===== src/rtl/feistel_crypt_core_if.sv =====
// rtl/feistel_crypt_core_if.sv - memory-mapped register bus for the Feistel cipher core
interface feistel_crypt_core_if;
  logic [3:0]  address;
  logic        write;
  logic [31:0] writedata;
  logic        read;
  logic [31:0] readdata;
  logic        waitrequest;

  modport master (
    output address, write, writedata, read,
    input  readdata, waitrequest
  );

  modport slave (
    input  address, write, writedata, read,
    output readdata, waitrequest
  );
endinterface


===== src/rtl/feistel_crypt_core.sv =====
// rtl/feistel_crypt_core.sv - 128-bit Feistel encrypt/decrypt accelerator, one round per two cycles
module sbox (
  input  logic [31:0] inText,
  output logic [31:0] outText
);
  function automatic logic [3:0] sb4(input logic [3:0] v);
    case (v)
      4'h0: sb4 = 4'hC;  4'h1: sb4 = 4'h5;  4'h2: sb4 = 4'h6;  4'h3: sb4 = 4'hB;
      4'h4: sb4 = 4'h9;  4'h5: sb4 = 4'h0;  4'h6: sb4 = 4'hA;  4'h7: sb4 = 4'hD;
      4'h8: sb4 = 4'h3;  4'h9: sb4 = 4'hE;  4'hA: sb4 = 4'hF;  4'hB: sb4 = 4'h8;
      4'hC: sb4 = 4'h4;  4'hD: sb4 = 4'h7;  4'hE: sb4 = 4'h1;  default: sb4 = 4'h2;
    endcase
  endfunction

  always_comb begin
    outText = '0;
    for (int n = 0; n < 8; n++) outText[4*n +: 4] = sb4(inText[4*n +: 4]);
  end
endmodule

module feistel_crypt_core #(
  parameter int         NUM_ROUNDS = 12,
  parameter logic [6:0] RC_INIT    = 7'h5A,
  parameter int         ROT        = 21
) (
  input  logic                  clk,
  input  logic                  reset,
  feistel_crypt_core_if.slave   bus,
  output logic                  irq
);
  typedef enum logic [1:0] {IDLE, KEYEXP, SUB, MIX} state_t;

  localparam logic [3:0] LAST_ROUND = 4'(NUM_ROUNDS - 1);
  localparam logic [3:0] LAST_KEXP  = 4'(NUM_ROUNDS - 2);

  state_t       state;
  logic [127:0] text;
  logic [127:0] key;
  logic [127:0] rk;
  logic [6:0]   rc;
  logic [3:0]   cnt;
  logic [63:0]  s_reg;
  logic         mode;
  logic         busy;
  logic         done;

  function automatic logic [63:0] sw(input logic [63:0] x);
    sw = {x[47:32], x[63:48], x[15:0], x[31:16]};
  endfunction

  function automatic logic [127:0] kstep(input logic [127:0] r);
    logic [63:0] t;
    t = sw(r[63:0]);
    kstep = {t, t ^ r[127:64]};
  endfunction

  function automatic logic [127:0] kinv(input logic [127:0] r);
    kinv = {r[63:0] ^ r[127:64], sw(r[127:64])};
  endfunction

  function automatic logic [6:0] rc_next(input logic [6:0] c);
    rc_next = {c[5:0], c[6] ^ c[5]};
  endfunction

  function automatic logic [6:0] rc_prev(input logic [6:0] n);
    rc_prev = {n[0] ^ n[6], n[6:1]};
  endfunction

  // Encrypt substitutes the left half, decrypt the right half.
  logic [63:0] half_sel;
  logic [63:0] sbox_in;
  logic [31:0] s_hi;
  logic [31:0] s_lo;
  logic [63:0] f_out;

  assign half_sel = mode ? text[63:0] : text[127:64];
  assign sbox_in  = half_sel ^ rk[127:64];
  assign f_out    = ((s_reg << ROT) | (s_reg >> (64 - ROT))) ^ rk[63:0] ^ ({57'b0, rc} << 14);

  sbox u_sbox_hi (.inText(sbox_in[63:32]), .outText(s_hi));
  sbox u_sbox_lo (.inText(sbox_in[31:0]),  .outText(s_lo));

  logic wr_hit;

  assign bus.waitrequest = busy & (bus.read | bus.write) & (bus.address != 4'd9);
  assign wr_hit          = bus.write & ~bus.waitrequest;
  assign irq             = done;

  always_comb begin
    bus.readdata = '0;
    if (bus.read) begin
      if (bus.address[3:2] == 2'b00)
        bus.readdata = text[{bus.address[1:0], 5'b0} +: 32];
      else if (bus.address == 4'd9)
        bus.readdata = {30'b0, done, busy};
    end
  end

  always_ff @(posedge clk) begin
    if (reset) begin
      state <= IDLE;
      text  <= '0;
      key   <= '0;
      rk    <= '0;
      rc    <= '0;
      cnt   <= '0;
      s_reg <= '0;
      mode  <= 1'b0;
      busy  <= 1'b0;
      done  <= 1'b0;
    end else begin
      unique case (state)
        IDLE: begin
          if (wr_hit) begin
            if (bus.address[3:2] == 2'b00)
              text[{bus.address[1:0], 5'b0} +: 32] <= bus.writedata;
            else if (bus.address[3:2] == 2'b01)
              key[{bus.address[1:0], 5'b0} +: 32] <= bus.writedata;
            else if (bus.address == 4'd8) begin
              if (bus.writedata[2]) done <= 1'b0;
              if (bus.writedata[0]) begin
                busy  <= 1'b1;
                done  <= 1'b0;
                mode  <= bus.writedata[1];
                rk    <= kstep(key);
                rc    <= RC_INIT;
                cnt   <= '0;
                state <= (bus.writedata[1] && NUM_ROUNDS > 1) ? KEYEXP : SUB;
              end
            end
          end
        end
        // Decrypt walks the schedule forward to the last round key first.
        KEYEXP: begin
          rk <= kstep(rk);
          rc <= rc_next(rc);
          if (cnt == LAST_KEXP) begin
            cnt   <= '0;
            state <= SUB;
          end else begin
            cnt <= cnt + 4'd1;
          end
        end
        SUB: begin
          s_reg <= {s_hi, s_lo};
          state <= MIX;
        end
        MIX: begin
          if (mode) begin
            text <= {text[63:0], text[127:64] ^ f_out};
            rk   <= kinv(rk);
            rc   <= rc_prev(rc);
          end else begin
            text <= {text[63:0] ^ f_out, text[127:64]};
            rk   <= kstep(rk);
            rc   <= rc_next(rc);
          end
          if (cnt == LAST_ROUND) begin
            state <= IDLE;
            busy  <= 1'b0;
            done  <= 1'b1;
          end else begin
            cnt   <= cnt + 4'd1;
            state <= SUB;
          end
        end
        default: state <= IDLE;
      endcase
    end
  end
endmodule


===== src/flat_wrapper.sv =====
// flat-port wrapper written by rule: the top's interface ports become plain ports
module feistel_crypt_core_flat 
#(
  parameter int         NUM_ROUNDS = 12,
  parameter logic [6:0] RC_INIT    = 7'h5A,
  parameter int         ROT        = 21
)
  (clk, reset, irq, bus_address, bus_write, bus_writedata, bus_read, bus_readdata, bus_waitrequest);
  feistel_crypt_core_if bus_i ();
  input  logic clk;
  input  logic reset;
  output logic irq;
  input wire logic [$bits(bus_i.address)-1:0] bus_address;
  input wire logic [$bits(bus_i.write)-1:0] bus_write;
  input wire logic [$bits(bus_i.writedata)-1:0] bus_writedata;
  input wire logic [$bits(bus_i.read)-1:0] bus_read;
  output wire logic [$bits(bus_i.readdata)-1:0] bus_readdata;
  output wire logic [$bits(bus_i.waitrequest)-1:0] bus_waitrequest;
  assign bus_i.address = bus_address;
  assign bus_i.write = bus_write;
  assign bus_i.writedata = bus_writedata;
  assign bus_i.read = bus_read;
  assign bus_readdata = bus_i.readdata;
  assign bus_waitrequest = bus_i.waitrequest;
  feistel_crypt_core #(.NUM_ROUNDS(NUM_ROUNDS), .RC_INIT(RC_INIT), .ROT(ROT)) u_core (.clk(clk), .reset(reset), .bus(bus_i), .irq(irq));
endmodule

===== config.mk =====
export PLATFORM = sky130hd
export DESIGN_NAME = feistel_crypt_core_flat
export DESIGN_NICKNAME = d
export VERILOG_FILES = /design/src/rtl/feistel_crypt_core_if.sv /design/src/rtl/feistel_crypt_core.sv /design/src/flat_wrapper.sv
export SDC_FILE = /design/constraint.sdc
export NUM_CORES = 2
export LEC_CHECK = 0
export CORE_ASPECT_RATIO = 2
export CORE_UTILIZATION = 35
export CTS_CLUSTER_DIAMETER = 50
export DETAILED_ROUTE_END_ITERATION = 16
export GPL_TIMING_DRIVEN = 1
export PLACE_DENSITY_LB_ADDON = 0.1
export SLEW_MARGIN = 20
export SYNTH_ARGS = -nofsm -noshare
export SYNTH_HDL_FRONTEND = slang
export SYNTH_HIERARCHICAL = 1
export SYNTH_SLANG_ARGS = --single-unit
export TNS_END_PERCENT = 50

===== constraint.sdc =====
create_clock -name clk -period 3.8 [get_ports clk]
set_input_delay 1.14 -clock clk [delete_from_list [all_inputs] [get_ports clk]]
set_output_delay 1.14 -clock clk [all_outputs]
set_load 0.01 [all_outputs]

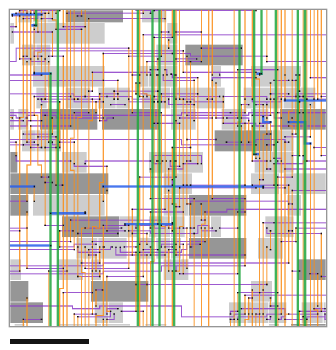
detail.png
Bar = 10 um. Window x 137 to 177, y 84 to 124 um. Cells in gray, sequential cells in the stronger gray; small squares are vias.
legend:
  metal 4:
    color: green
  metal 2:
    color: orange
  metal 3:
    color: blue
  metal 1:
    color: purple
cells with their middle in the window: 81
netlist names of flops here include: u_core/rk (7), u_core/key (4), u_core/text (2)
sequential cells in the window: 13
most frequent: dfxtp_1 (13), a21oi_1 (8), nor2_1 (7)

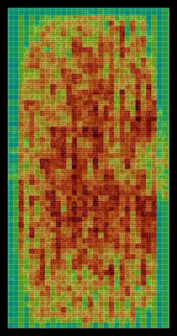
congestion.png
met3 Use GR: 0.03913
met1 Use GR: 0.3305
GRT Util Overall: 0.3083
Most Crowded Layer GR: met2
WL per Instance: 29.68 um

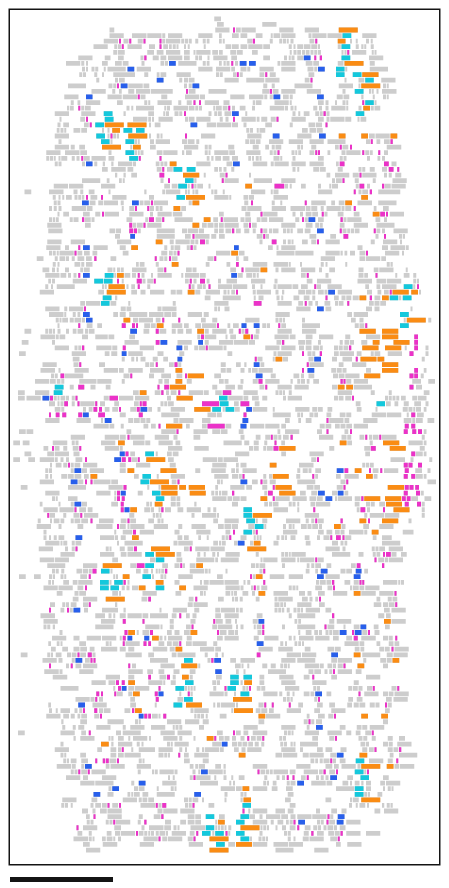
logic_types.png
Bar = 50 um.
legend:
  AND-OR and OR-AND gates:
    color: blue
    cells: 99
    most_used: a21bo_2
  adder and majority cells:
    color: cyan
    cells: 87
    most_used: ha_1
  multiplexers:
    color: orange
    cells: 150
    most_used: mux2i_1
    where: widely spread
  NOR gates:
    color: magenta
    cells: 440
    most_used: nor2_1
    where: widely spread
Finished Layout Cells: 4628
combinational share of cell area: 0.5552

==> metrics.cfg <==
[final_timing]
slew-limit-headroom = 0.3667
period_used_share = 0.9776
rsz0062_at_grt = true
hold_ws_ps = 460.3
setup-violations-final = 0
layout_min_cycle_time_ps = 3715
timing.fmax_ghz = 0.2692
worstMarginPinSlew_ps = 943.1
finClkSkew_ps = 18.47

[layout]
layout.nets = 3643
drive_above_1_share = 0.1227
stdcell_area_um2 = 33960
layout-area-overhead-vs-synth_pct = 13.02
reg_top3 = u_core/key x128, u_core/rk x128, u_core/text x128

[drt]
vias = 28985
first_pass_iters = 7
drc = 0
ant_nets = 0

[clocking]
clk_latency_ps = 630
cts_resized = 33
clk_pin_slew_ps = 60
cts_tree = yes
cts_hold_buf = 0

[setup_path]
path_buffers = 4
cpPeakStageDelay_ps = 420
rr_worst_depth = 11

[floorplan]
core_um2 = 84830
dieArea_um2 = 87110
die_h_um = 416.4

[logic_synthesis]
ys_seq_frac = 0.3091
area_leaders = dfxtp_1, a21oi_1, xor2_1
synth_async_sr_flop_share = 0
top_area_cell = dfxtp_1
edf_count = 0

[placement]
place.gp.congestion = 0.9457

[run_status]
status = completed

[global_route]
antenna_found_initial = 7

[pwr]
finalPower_w = 0.01123
p_leak_nw = 11.51
seq-power_w = 0.00502
power.share.sequential = 0.447
switchingPower_w = 0.003013

[min_path]
hp-start = u_core/s_reg[57]$_SDFFE_PP0P_

[flow_run]
warnings = 100

-- area by class of cell --
type                    count  area, um2
fillers                  8466      50870
repair buffers            248       2534
clock inverters            16      172.7
inverters                  62      239.0
multi-input cells        2690      18860
flip-flops and latches    464       9298
diodes                      3      7.507
well taps                1071       1340
clock buffers              74       1515
-- per-layer routing --
layer	GRT usage	up-vias	wire (um)
met4	0.2681	6	13540
li1	-	13041	-
met1	0.3305	14266	49270
met2	0.5324	1274	66750
met3	0.03913	398	7746
met5	0	-	36
-- worst min-delay path by stage --
| stage | to | slack [ps] | cells past startpoint |
|---|---|---|---|
| 2_1_floorplan | u_core/s_reg[57]$_SDFFE_PP0P_ | 440 | 2 |
| 3_3_place_gp | u_core/s_reg[60]$_SDFFE_PP0P_ | 450 | 2 |
| 3_5_place_dp | u_core/s_reg[62]$_SDFFE_PP0P_ | 450 | 2 |
| 4_1_cts | u_core/s_reg[62]$_SDFFE_PP0P_ | 460 | 2 |
| 5_1_grt | u_core/s_reg[60]$_SDFFE_PP0P_ | 470 | 2 |
| 6_report | u_core/s_reg[57]$_SDFFE_PP0P_ | 460 | 2 |
-- synth_stat cells, drive strengths merged (84+ instances only) --
| library cell | instances |
|---|---|
| dfxtp | 464 |
| a21oi | 328 |
| nor2 | 320 |
| nand2 | 297 |
| clkbuf | 231 |
| nand3 | 173 |
| xor2 | 155 |
| buf | 130 |
| o21ai | 127 |
| xnor2 | 120 |
| a211oi | 112 |
| ha | 87 |
| a31oi | 84 |
-- cells by family (layout without fill, tap and decap cells) --
kind of cell,Yosys count,in the layout,share of synthesized area
flops,464,464,0.3091
other cells,0,3,0
xor+xnor,282,282,0.08539
buf+inv,434,400,0.06703
mux,150,150,0.08011
fa+ha+maj,87,87,0.03622
simple gates,1141,1141,0.1889
compound gates,1030,1030,0.2332
